$ cat config.mk
export PLATFORM = sky130hd
export DESIGN_NAME = muldiv_unit
export DESIGN_NICKNAME = d
export VERILOG_FILES = /design/src/rtl/muldiv_unit_pkg.sv /design/src/rtl/muldiv_step.sv /design/src/rtl/muldiv_unit.sv
export SDC_FILE = /design/constraint.sdc
export NUM_CORES = 1
export LEC_CHECK = 0
export CAP_MARGIN = 20
export CELL_PAD_IN_SITES_DETAIL_PLACEMENT = 0
export CELL_PAD_IN_SITES_GLOBAL_PLACEMENT = 1
export CORE_MARGIN = 10
export CORE_UTILIZATION = 50
export CTS_BUF_LIST = sky130_fd_sc_hd__clkbuf_4
export CTS_CLUSTER_SIZE = 16
export DETAILED_ROUTE_END_ITERATION = 8
export HOLD_SLACK_MARGIN = 0.1
export PLACE_DENSITY = 0.84
export SETUP_SLACK_MARGIN = 0.4
export SLEW_MARGIN = 10
export SYNTH_ARGS = -nofsm -noshare
export SYNTH_HDL_FRONTEND = slang
export SYNTH_SLANG_ARGS = --single-unit
$ cat constraint.sdc
create_clock -name clk -period 26.1 [get_ports clk]
set_input_delay 2.61 -clock clk [delete_from_list [all_inputs] [get_ports clk]]
set_output_delay 2.61 -clock clk [all_outputs]
set_load 0.05 [all_outputs]
$ cat src/rtl/muldiv_unit_pkg.sv
// Shared types and helpers for the iterative M-extension multiply/divide unit.
package muldiv_unit_pkg;

  typedef enum logic [3:0] {
    ALUM_X,
    ALUM_MUL,
    ALUM_MULH,
    ALUM_MULHSU,
    ALUM_MULHU,
    ALUM_DIV,
    ALUM_DIVU,
    ALUM_REM,
    ALUM_REMU
  } alum_exe_type;

  typedef enum logic [2:0] {S_IDLE, S_MUL, S_DIV, S_FIX, S_DONE} muldiv_state_t;

  // Iteration counts for the default configuration.
  localparam int unsigned N_MUL_DEF = 16;
  localparam int unsigned N_DIV_DEF = 32;

  function automatic int unsigned n_mul(int unsigned xlen, int unsigned step);
    return xlen / step;
  endfunction

  function automatic int unsigned n_div(int unsigned xlen, int unsigned step);
    return xlen / step;
  endfunction

  function automatic logic is_div_op(alum_exe_type op);
    return op inside {ALUM_DIV, ALUM_DIVU, ALUM_REM, ALUM_REMU};
  endfunction

  function automatic logic is_rem_op(alum_exe_type op);
    return op inside {ALUM_REM, ALUM_REMU};
  endfunction

  function automatic logic is_hi_op(alum_exe_type op);
    return op inside {ALUM_MULH, ALUM_MULHSU, ALUM_MULHU};
  endfunction

  function automatic logic signed_a_op(alum_exe_type op);
    return op inside {ALUM_MULH, ALUM_MULHSU, ALUM_DIV, ALUM_REM};
  endfunction

  function automatic logic signed_b_op(alum_exe_type op);
    return op inside {ALUM_MULH, ALUM_DIV, ALUM_REM};
  endfunction

endpackage

$ cat src/rtl/muldiv_step.sv
// Combinational per-cycle datapath: MUL_STEP-bit shift-add and DIV_STEP-bit restoring divide.
module muldiv_step #(
  parameter int unsigned XLEN     = 32,
  parameter int unsigned MUL_STEP = 2,
  parameter int unsigned DIV_STEP = 1
) (
  input  logic [XLEN-1:0] mul_hi,
  input  logic [XLEN-1:0] mul_lo,
  input  logic [XLEN-1:0] mcand,
  output logic [XLEN-1:0] mul_hi_nxt,
  output logic [XLEN-1:0] mul_lo_nxt,
  input  logic [XLEN-1:0] div_rem,
  input  logic [XLEN-1:0] div_quo,
  input  logic [XLEN-1:0] divisor,
  output logic [XLEN-1:0] div_rem_nxt,
  output logic [XLEN-1:0] div_quo_nxt
);

  logic [XLEN+MUL_STEP-1:0] sum;
  logic [XLEN:0]            r;
  logic [XLEN-1:0]          q;
  logic [XLEN+1:0]          t;

  // Add mcand times the low multiplier bits into the high half, then shift the pair right.
  always_comb begin
    sum = {{MUL_STEP{1'b0}}, mul_hi};
    for (int i = 0; i < MUL_STEP; i++) begin
      if (mul_lo[i]) sum = sum + ({{MUL_STEP{1'b0}}, mcand} << i);
    end
    mul_hi_nxt = sum[XLEN+MUL_STEP-1:MUL_STEP];
    mul_lo_nxt = {sum[MUL_STEP-1:0], mul_lo[XLEN-1:MUL_STEP]};
  end

  // Restoring division: shift in one dividend bit, keep the subtraction if it did not go negative.
  always_comb begin
    r = {1'b0, div_rem};
    q = div_quo;
    t = '0;
    for (int i = 0; i < DIV_STEP; i++) begin
      r = {r[XLEN-1:0], q[XLEN-1]};
      q = {q[XLEN-2:0], 1'b0};
      t = {1'b0, r} - {2'b00, divisor};
      if (!t[XLEN+1]) begin
        r    = t[XLEN:0];
        q[0] = 1'b1;
      end
    end
    div_rem_nxt = r[XLEN-1:0];
    div_quo_nxt = q;
  end

endmodule

$ cat src/rtl/muldiv_unit.sv
// Iterative RV M-extension multiply/divide unit with valid/ready request and result handshakes.
// Optional: MULDIV_EARLY_OUT_EN skips iteration for zero operands, divide-by-zero and overflow.
module muldiv_unit
  import muldiv_unit_pkg::*;
#(
  parameter int unsigned XLEN     = 32,
  parameter int unsigned MUL_STEP = 2,
  parameter int unsigned DIV_STEP = 1
) (
  input  logic            clk,
  input  logic            rst,
  input  logic            kill,
  input  logic            req_valid,
  output logic            req_ready,
  input  alum_exe_type    cmd,
  input  logic [XLEN-1:0] a,
  input  logic [XLEN-1:0] b,
  output logic            res_valid,
  input  logic            res_ready,
  output logic [XLEN-1:0] c
);

  localparam int unsigned NMul = n_mul(XLEN, MUL_STEP);
  localparam int unsigned NDiv = n_div(XLEN, DIV_STEP);
  localparam int unsigned NMax = (NMul > NDiv) ? NMul : NDiv;
  localparam int unsigned CntW = (NMax > 1) ? $clog2(NMax) : 1;
  localparam logic [XLEN-1:0] MinNeg = {1'b1, {(XLEN-1){1'b0}}};

  muldiv_state_t   state_q, state_d;
  logic [CntW-1:0] count_q, count_d;
  alum_exe_type    cmd_q;
  logic            neg_res_q;
  logic [XLEN-1:0] a_q, b_q;
  logic [XLEN-1:0] mul_hi_q, mul_lo_q, mcand_q;
  logic [XLEN-1:0] div_rem_q, div_quo_q, divisor_q;
  logic [XLEN-1:0] c_q;

  logic [XLEN-1:0] mul_hi_nxt, mul_lo_nxt, div_rem_nxt, div_quo_nxt;
  logic            accept, sign_a, sign_b, neg_acc;
  logic [XLEN-1:0] a_abs, b_abs;
  logic [2*XLEN-1:0] prod_raw, prod_fix;
  logic [XLEN-1:0] quo_fix, rem_fix, fix_res;
  logic            b_zero, ovf, mul_zero;

  assign req_ready = (state_q == S_IDLE);
  assign res_valid = (state_q == S_DONE);
  assign c         = c_q;
  assign accept    = req_valid && req_ready && (cmd != ALUM_X) && !kill;

  // Operand signs and magnitudes seen at accept time.
  always_comb begin
    sign_a  = signed_a_op(cmd) & a[XLEN-1];
    sign_b  = signed_b_op(cmd) & b[XLEN-1];
    a_abs   = sign_a ? -a : a;
    b_abs   = sign_b ? -b : b;
    neg_acc = is_rem_op(cmd) ? sign_a : (sign_a ^ sign_b);
  end

`ifdef MULDIV_EARLY_OUT_EN
  logic special_acc;
  // Cases whose result is fully determined by the operands alone.
  always_comb begin
    if (is_div_op(cmd)) begin
      special_acc = (b == '0) ||
                    ((cmd inside {ALUM_DIV, ALUM_REM}) && (a == MinNeg) && (b == '1));
    end else begin
      special_acc = (a == '0) || (b == '0);
    end
  end
`endif

  muldiv_step #(
    .XLEN     (XLEN),
    .MUL_STEP (MUL_STEP),
    .DIV_STEP (DIV_STEP)
  ) u_step (
    .mul_hi      (mul_hi_q),
    .mul_lo      (mul_lo_q),
    .mcand       (mcand_q),
    .mul_hi_nxt  (mul_hi_nxt),
    .mul_lo_nxt  (mul_lo_nxt),
    .div_rem     (div_rem_q),
    .div_quo     (div_quo_q),
    .divisor     (divisor_q),
    .div_rem_nxt (div_rem_nxt),
    .div_quo_nxt (div_quo_nxt)
  );

  // Sign fix-up and result select; mandated special results override the iterated value.
  always_comb begin
    prod_raw = {mul_hi_q, mul_lo_q};
    prod_fix = neg_res_q ? -prod_raw : prod_raw;
    quo_fix  = neg_res_q ? -div_quo_q : div_quo_q;
    rem_fix  = neg_res_q ? -div_rem_q : div_rem_q;
    b_zero   = (b_q == '0);
    mul_zero = (a_q == '0) || b_zero;
    ovf      = (cmd_q inside {ALUM_DIV, ALUM_REM}) && (a_q == MinNeg) && (b_q == '1);
    fix_res  = '0;
    case (cmd_q)
      ALUM_MUL:                          fix_res = mul_zero ? '0 : prod_fix[XLEN-1:0];
      ALUM_MULH, ALUM_MULHSU, ALUM_MULHU: fix_res = mul_zero ? '0 : prod_fix[2*XLEN-1:XLEN];
      ALUM_DIV, ALUM_DIVU:               fix_res = b_zero ? '1 : (ovf ? a_q : quo_fix);
      ALUM_REM, ALUM_REMU:               fix_res = b_zero ? a_q : (ovf ? '0 : rem_fix);
      default:                           fix_res = '0;
    endcase
  end

  // Next-state logic; kill overrides everything.
  always_comb begin
    state_d = state_q;
    count_d = count_q;
    if (kill) begin
      state_d = S_IDLE;
      count_d = '0;
    end else begin
      case (state_q)
        S_IDLE: begin
          if (accept) begin
            count_d = '0;
            state_d = is_div_op(cmd) ? S_DIV : S_MUL;
`ifdef MULDIV_EARLY_OUT_EN
            // FIX already forces the mandated results, so skipping straight there is enough.
            if (special_acc) state_d = S_FIX;
`endif
          end
        end
        S_MUL: begin
          if (count_q == CntW'(NMul - 1)) begin
            state_d = S_FIX;
            count_d = '0;
          end else begin
            count_d = count_q + 1'b1;
          end
        end
        S_DIV: begin
          if (count_q == CntW'(NDiv - 1)) begin
            state_d = S_FIX;
            count_d = '0;
          end else begin
            count_d = count_q + 1'b1;
          end
        end
        S_FIX:   state_d = S_DONE;
        S_DONE:  if (res_ready) state_d = S_IDLE;
        default: begin
          state_d = S_IDLE;
          count_d = '0;
        end
      endcase
    end
  end

  // State and iteration counter.
  always_ff @(posedge clk or posedge rst) begin
    if (rst) begin
      state_q <= S_IDLE;
      count_q <= '0;
    end else begin
      state_q <= state_d;
      count_q <= count_d;
    end
  end

  // Operand capture, iteration registers and held result.
  always_ff @(posedge clk or posedge rst) begin
    if (rst) begin
      cmd_q     <= ALUM_X;
      neg_res_q <= 1'b0;
      a_q       <= '0;
      b_q       <= '0;
      mul_hi_q  <= '0;
      mul_lo_q  <= '0;
      mcand_q   <= '0;
      div_rem_q <= '0;
      div_quo_q <= '0;
      divisor_q <= '0;
      c_q       <= '0;
    end else if (kill) begin
      c_q <= '0;
    end else if (accept) begin
      cmd_q     <= cmd;
      neg_res_q <= neg_acc;
      a_q       <= a;
      b_q       <= b;
      mul_hi_q  <= '0;
      mul_lo_q  <= b_abs;
      mcand_q   <= a_abs;
      div_rem_q <= '0;
      div_quo_q <= a_abs;
      divisor_q <= b_abs;
    end else begin
      case (state_q)
        S_MUL: begin
          mul_hi_q <= mul_hi_nxt;
          mul_lo_q <= mul_lo_nxt;
        end
        S_DIV: begin
          div_rem_q <= div_rem_nxt;
          div_quo_q <= div_quo_nxt;
        end
        S_FIX:   c_q <= fix_res;
        default: ;
      endcase
    end
  end

endmodule

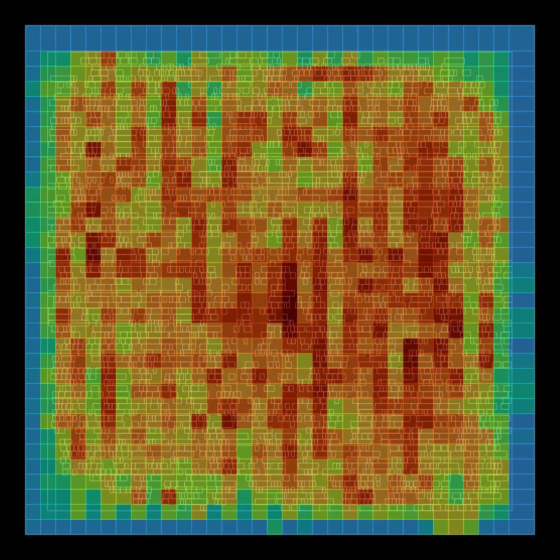
**Above:** track usage over the die.
Top Usage Layer GRT: met2
grt met1 use: 40.1%

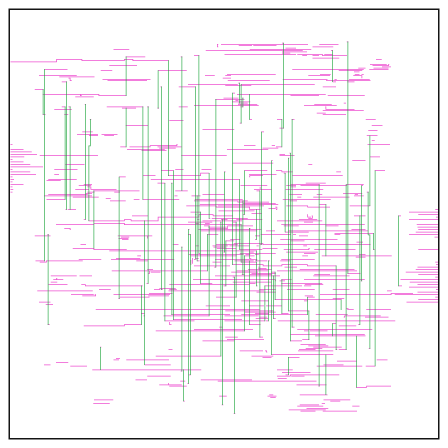
**Above:** wiring by layer.
Two of the layers only.
Key: magenta = met3 [wire length 6830 µm]; green = met4 [wire length 4450 µm]
vias after detailed routing: 22100
routed len/inst: 24.8 µm

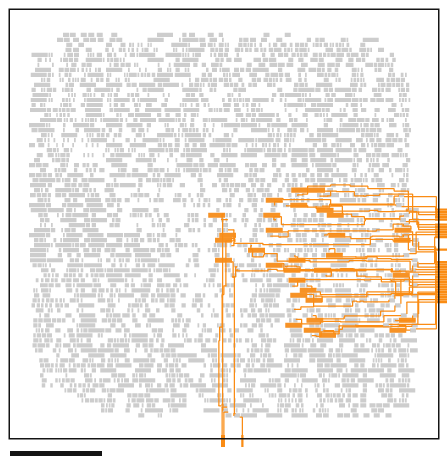
**Above:** nets reached from selected ports.
The bar under the picture is 50 µm long.
Key: orange = c [direction output, end cells 32, buffers 32, wire 2690 µm]
input/output buffers: 106
top-level I/O count: 107

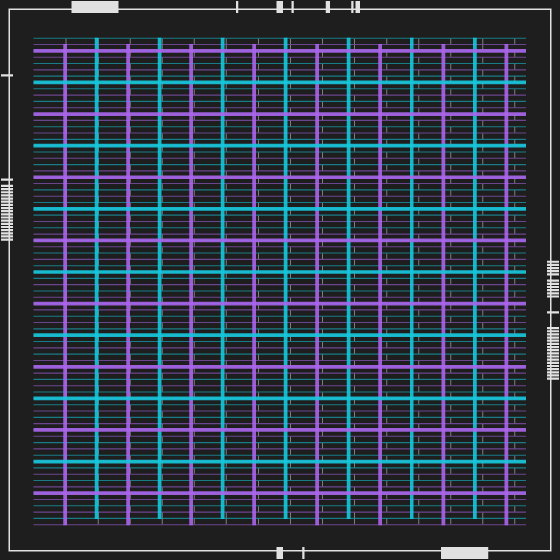
**Above:** floorplan with the power grid.
Pins as bars on the die edge. Tap cells in gray.
Key: purple = VSS; cyan = VDD
The core has 77 rows. 78 met1 rails follow the rows.
placeable core region: 44400 µm²
Die Height: 232 µm
peak supply drop: 64.0 µV
width of the die: 232 µm

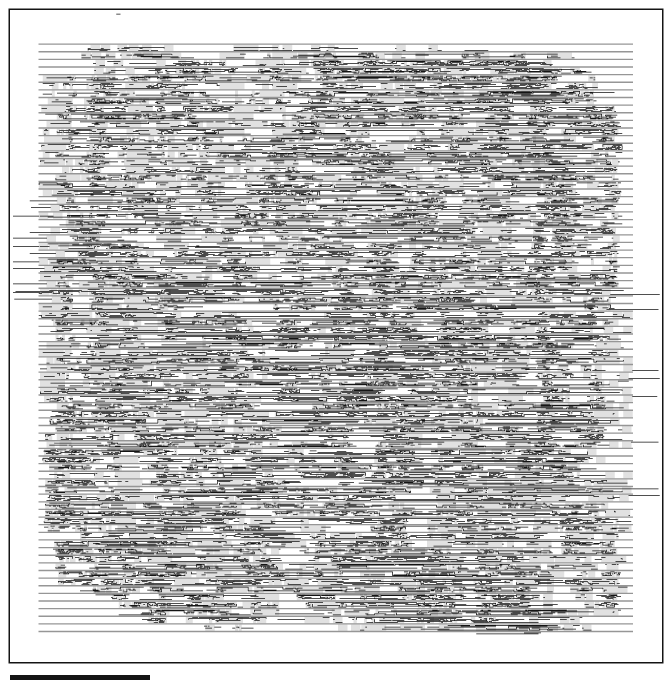
**Above:** M1 wires.
The bar under the picture is 50 µm long. Supply wires on this layer in gray.
The layer carries 35.5 mm of wire. The layer holds 42% of the routed length. The longest straight run is 60.3 µm. The wires run mostly horizontal.
overall routed net length: 85500 µm

==> flow_metrics.py <==
# Synthesis and PnR figures
metrics = {
    "clock_tree": {
        "root_buffer": "sky130_fd_sc_hd__clkbuf_4",
        "clock-sinks": 299,
        "postcts_resize_cnt": 0,
        "ctsHtreeMaxLevel": 3,
        "cts-root-to-sink-buffers": 3,
        "clk_transition_reported_paths_ns": 0.07,
    },
    "power_and_ir_drop": {
        "power_density_nw_per_um2": 140,
        "leakage_nw": 11.4,
        "comb_power_w": 0.00212,
        "cell_internal_pwr_w": 0.00172,
        "sequentialPowerShare_pct": 27.2,
        "power_frac_clock_pct": 12.6,
        "clk-power_w": 0.000446,
        "fin_total_pwr_w": 0.00353,
        "part_of_the_total_power_dissipated_in_combinational_logic_pct": 60.2,
        "swShare_pct": 51.2,
        "sequentialPower_w": 0.000960,
        "power.group.top": "combinational cells",
    },
    "sta": {
        "drv_slew": 0,
        "timing_worst_slew_pin_value_ns": 1.09,
        "finalWorstPathRequiredPeriod_ns": 5.78,
        "final.period_utilization_pct": 22.2,
        "normalized_max_slew_margin_pct": 27.0,
        "setup-violations-final": 0,
        "final.setup.tns_ns": 0,
        "grt_setup_unrepaired": "false",
        "report.final.hold_viol_count": 0,
    },
    "yosys": {
        "yosys_warnings": 0,
        "post_synth_tally_of_flip_flops_with_integrated_enable": 0,
        "synthesis.area_um2": 22600,
        "top_area_share_pct": 33.1,
        "synth.area.top_cells": "sky130_fd_sc_hd__dfrtp_1 (33%), sky130_fd_sc_hd__nand2_1 (7.0%), sky130_fd_sc_hd__ha_1 (5.9%)",
        "dominantRegCellSynth": "sky130_fd_sc_hd__dfrtp_1",
        "synth.net_count": 2896,
        "post_synth_num_cell_types": 76,
        "synth_async_sr_flop_share_pct": 100,
        "yosys-top-cells-count": "sky130_fd_sc_hd__nand2_1 (420), sky130_fd_sc_hd__dfrtp_1 (299), sky130_fd_sc_hd__nor2_1 (171), sky130_fd_sc_hd__a21oi_1 (159), sky130_fd_sc_hd__o21ai_0 (155)",
        "synthDominantAreaCellType": "sky130_fd_sc_hd__dfrtp_1",
        "syn_inst": 2714,
        "post-synth-top-count-cell": "sky130_fd_sc_hd__nand2_1",
        "avgSynthCellArea_um2": 8.32,
    },
    "final_layout": {
        "final_non_clock_buffer_share_pct": 5.25,
        "fraction_of_layout_instances_using_a_drive_strength_above_1_pct": 7.83,
        "inverters_excl_clock": 75,
        "design.seq.count": 299,
        "post_layout_nonfiller_instances": 3443,
        "comb-cell-share_pct": 56.7,
        "antenna_cell_count": 2,
        "area.sequential_um2": 7490,
        "final_nets": 2969,
        "clkCellAreaFrac_pct": 4.25,
        "layout_top_cells": "sky130_fd_sc_hd__nand2_1 (420), sky130_fd_sc_hd__dfrtp_1 (297), sky130_fd_sc_hd__nor2_1 (168)",
        "clockBufferCount": 126,
        "multiInputGateArea_um2": 14300,
        "post-route-cell-area_um2": 25200,
        "post-route-util_pct": 56.8,
    },
    "setup_path": {
        "ordered_cell_list_for_the_critical_path": "clkdlybuf4s50_1 -> nor2_1 -> and3_1 -> a21boi_4 -> buf_4 -> buf_4 -> nor2_2 -> nand2_1 -> nor2_1 -> a221o_1",
        "r2r_cells": 20,
        "crit_path_launch": "kill",
        "timing.critical_path.depth": 10,
        "cp-start-kind": "input pin",
        "critical-path-max-stage-delay_ns": 0.62,
        "critPathSlowestCell": "sky130_fd_sc_hd__buf_4",
        "endpoint_kind": "flip-flop",
        "critical_path.max_fanout": 59,
        "rr_startpoint": "a_q[0]",
        "cp.buffers_inverters": 3,
        "worst-setup-path-type": "in -> reg",
        "worst_ep_arrival_time_ns": 6.49,
    },
    "route": {
        "1st_iter_drt_viols": 2087,
        "final_antenna_net_count": 0,
        "post-route-drc-count": 0,
        "wl_met3_um": 6830,
        "met1_length_um": 35500,
        "wl_met2_um": 38700,
        "routed_via_density": 6.43,
        "detailedRoute.firstPassIterationCount": 8,
    },
    "flow_run": {
        "maxcap_viol_count": 0,
        "log.warning_count": 32,
    },
    "floorplanning": {
        "core.rowCount": 77,
        "die_area_um2": 54000,
        "tap_cells": 592,
        "fp_util_pct": 50.8,
    },
    "outcome": {
        "status": "finished clean",
    },
    "hold_path": {
        "min_from": "divisor_q[10]",
    },
    "placement": {
        "place.detailed.instances": 3288,
        "placement.cell_area_um2": 24100,
        "hpwlAfterDp_um": 65000,
        "globalplace.congestion": 1.03,
        "dpl_worst_slack_ns": 19.57,
    },
    "global_route": {
        "gr-usage-met3_pct": 5.82,
        "globalRouteTotalUtil_pct": 30.9,
        "via_count_of_the_first_global_routing_pass": 20900,
        "grt_pass1_wl_um": 129000,
        "gr_ovfl_total": 0,
        "grt.met2_usage_pct": 48.3,
        "grt_max_degree": 192,
    },
}
[final timing paths]
| path | slack (ns) | end |
|---|---|---|
| min reg2reg | 0.48 | divisor_q[10] |
| max in group asynchronous | 21.83 | mul_lo_q[0] |
| min in group asynchronous | 2.19 | state_q[0] |
| max | 20.32 | mul_hi_q[7] |
| max reg2reg | 20.40 | mul_hi_q[31] |
| min | 0.48 | divisor_q[10] |
[registers in the layout (all words and copies together), names as in the netlist, 31 cells and up]
register and flops:
div_quo_q 32, mul_hi_q 32, b_q 32, div_rem_q 32, c 32, mcand_q 31, mul_lo_q 32, a_q 32
divisor_q 31
[cell families after synthesis]
logic type      Yosys count  synth area share [%]
simple gates            915                  18.9
compound gates          852                  25.2
flops                   299                  33.1
xor+xnor                250                  9.70
buf+inv                 223                  3.81
fa+ha+maj               109                  6.14
mux                      66                  3.07
